**Metal 2**

The bar under the picture is 20 um long.
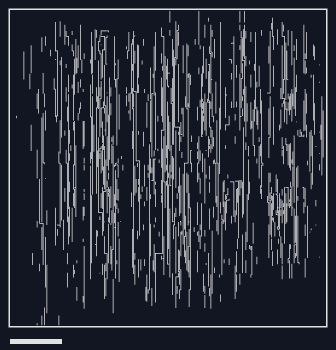
**Power grid**

Pins as bars on the die edge. Tap cells in gray.
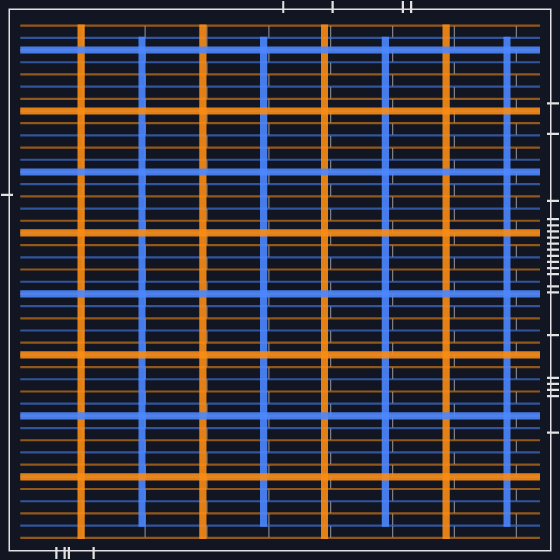
**Cell classes on the final placement**

The bar under the picture is 20 um long. Fill, decap, tap and diode cells in gray.
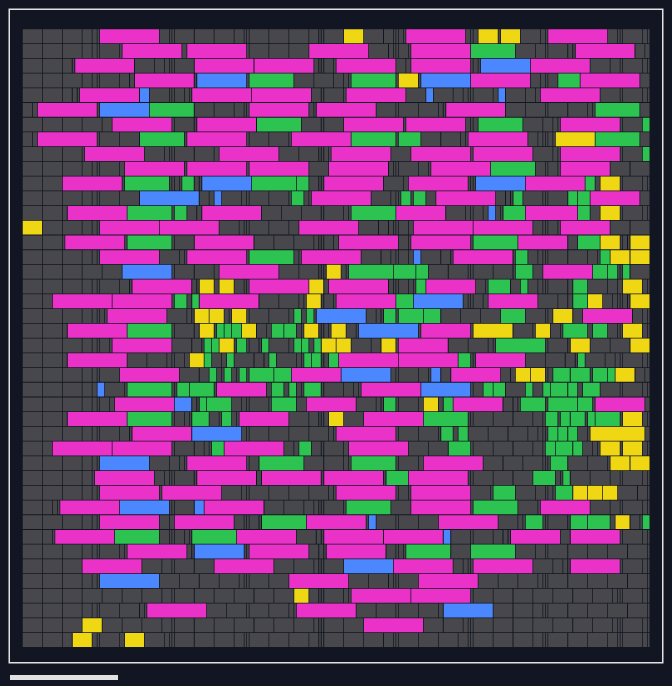
**Placed standard cells**

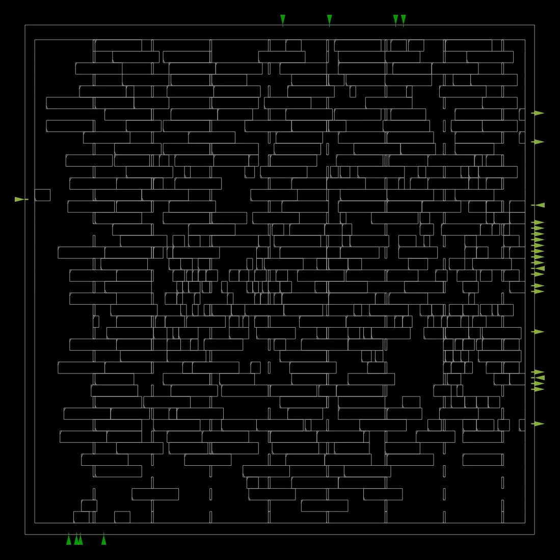
$ cat src/rtl/pixel_source_fifo.sv
// rtl/pixel_source_fifo.sv - per-lane pixel FIFO with fill report and req/ack grant handshake
module pixel_source_fifo #(
    parameter int LENGTH      = 8,
    parameter int PIXEL_WIDTH = 8,
    parameter int DEPTH       = 16
) (
    input  logic                   clk,
    input  logic                   reset_n,
    input  logic                   wr_valid,
    input  logic [PIXEL_WIDTH-1:0] wr_pix,
    output logic                   wr_ready,
    output logic [LENGTH-1:0]      fill,
    input  logic                   req,
    output logic                   ack,
    output logic [PIXEL_WIDTH-1:0] pix_out
);

    localparam int AW = (DEPTH > 1) ? $clog2(DEPTH) : 1;
    localparam logic [AW:0] FULL_COUNT = (AW+1)'(DEPTH);

    typedef enum logic [1:0] {
        IDLE    = 2'd0,
        GRANT   = 2'd1,
        RELEASE = 2'd2
    } state_t;

    state_t                 state;
    logic [PIXEL_WIDTH-1:0] mem [DEPTH];
    logic [AW-1:0]          wr_ptr;
    logic [AW-1:0]          rd_ptr;
    logic [AW:0]            count;
    logic                   push;
    logic                   pop;

    // A pop only starts from IDLE, so each request level yields at most one pixel
    assign wr_ready = (count != FULL_COUNT);
    assign push     = wr_valid && wr_ready;
    assign pop      = (state == IDLE) && req && (count != '0);
    assign fill     = LENGTH'(count);

    // Storage array is intentionally left unreset; only the pointers define validity
    always_ff @(posedge clk) begin
        if (push) begin
            mem[wr_ptr] <= wr_pix;
        end
    end

    // Pointer and occupancy bookkeeping; a write and a pop in the same edge cancel in count
    always_ff @(posedge clk or negedge reset_n) begin
        if (!reset_n) begin
            wr_ptr <= '0;
            rd_ptr <= '0;
            count  <= '0;
        end else begin
            if (push) begin
                wr_ptr <= wr_ptr + AW'(1);
            end
            if (pop) begin
                rd_ptr <= rd_ptr + AW'(1);
            end
            case ({push, pop})
                2'b10:   count <= count + (AW+1)'(1);
                2'b01:   count <= count - (AW+1)'(1);
                default: count <= count;
            endcase
        end
    end

    // Grant FSM: IDLE pops the head, GRANT pulses ack, RELEASE waits for req to drop
    always_ff @(posedge clk or negedge reset_n) begin
        if (!reset_n) begin
            state   <= IDLE;
            ack     <= 1'b0;
            pix_out <= '0;
        end else begin
            case (state)
                IDLE: begin
                    ack <= 1'b0;
                    if (pop) begin
                        pix_out <= mem[rd_ptr];
                        ack     <= 1'b1;
                        state   <= GRANT;
                    end
                end
                GRANT: begin
                    ack   <= 1'b0;
                    state <= RELEASE;
                end
                RELEASE: begin
                    ack <= 1'b0;
                    if (!req) begin
                        state <= IDLE;
                    end
                end
                default: begin
                    ack   <= 1'b0;
                    state <= IDLE;
                end
            endcase
        end
    end

endmodule

$ cat config.mk
export PLATFORM = sky130hd
export DESIGN_NAME = pixel_source_fifo
export DESIGN_NICKNAME = d
export VERILOG_FILES = /design/src/rtl/pixel_source_fifo.sv
export SDC_FILE = /design/constraint.sdc
export NUM_CORES = 1
export LEC_CHECK = 0
export CAP_MARGIN = 20
export CORE_MARGIN = 2
export CORE_UTILIZATION = 45
export DETAILED_ROUTE_END_ITERATION = 7
export SYNTH_ARGS = -nofsm -noshare
export SYNTH_HDL_FRONTEND = slang
export SYNTH_SLANG_ARGS = --single-unit
$ cat constraint.sdc
create_clock -name clk -period 2.7 [get_ports clk]
set_input_delay 0.27 -clock clk [delete_from_list [all_inputs] [get_ports clk]]
set_output_delay 0.27 -clock clk [all_outputs]
set_load 0.01 [all_outputs]
==> flow_summary.yaml <==
# physical design summary
route:
  wl_met1_um: 5290
  top_layer: "met4"
  dr_wl_met2_um: 5990
  wl_met3_um: 387
yosys:
  synth_seq_share_pct: 72.8
  synthCells: 324
  top_area_share_pct: 63.0
  ys_top_cells_by_count: "edfxtp_1 (128), mux4_2 (32), dfrtp_1 (24)"
  syn_avg_cell_area_um2: 18.8
  ys_chip_area_um2: 6100
  numSynthFlops: 152
  synth_cell_types: 36
  yosys-stat-cells: 324
timing:
  clock_skew_ns: 0.00488
power:
  p_comb_uw: 2410
  power_clock_uw: 2300
  power.group.top: "sequential cells"
  peakVddDrop_mv: 0.515
  p_sw_uw: 2300
  seq_cell_power_uw: 3190
floorplanning:
  nWellTaps: 176
  io_pins: 30
  dieArea_um2: 14500
  die_w_um: 120
cts:
  post_cts_resized: 0
  tritoncts: "built"
global_routing:
  grt_first_pass_wirelength_um: 18600
  antenna_found_initial: 0
  grt_max_degree: 34
  grt_overflow: 0
critical_path:
  crit_end: "count[4]$_DFFE_PN0P_"
  cp.arrival_ns: 2.75
  path_buffers: 1
finish:
  buffer_area_share_pct: 7.35
  largest_class: "flip-flops and latches"
run_status:
  outcome: "complete, no violations"
placement:
  numPortBuffers: 26
Back to the opening pictures, 'metal 2':
wire length on this layer: 5990 um
share of all routed wire: 51%
nets with wire on the layer: 354
detailed-route via count: 3054
final WL: 11800 um
Global Route met2 Usage: 29.5%

Back to the opening pictures, 'power grid':
[VSS] orange
[VDD] blue
signal pins: 30
met1 rails: 43
rows: 42
tap cells: 176
met4 straps: 8

Back to the opening pictures, 'cell classes on the final placement':
[sequential cells] magenta | cells: 152
[combinational and other logic] green | cells: 151
[remaining buffers and delay cells] yellow | cells: 57
[clock drivers and dummy loads] blue | cells: 32
num rows: 42
fraction of area in registers: 60.7%
final core occ: 55.3%

Back to the opening pictures, 'placed standard cells':
FILL cells: 1034
final non-filler cell total: 568

Power is estimated from default activity; no workload was simulated.
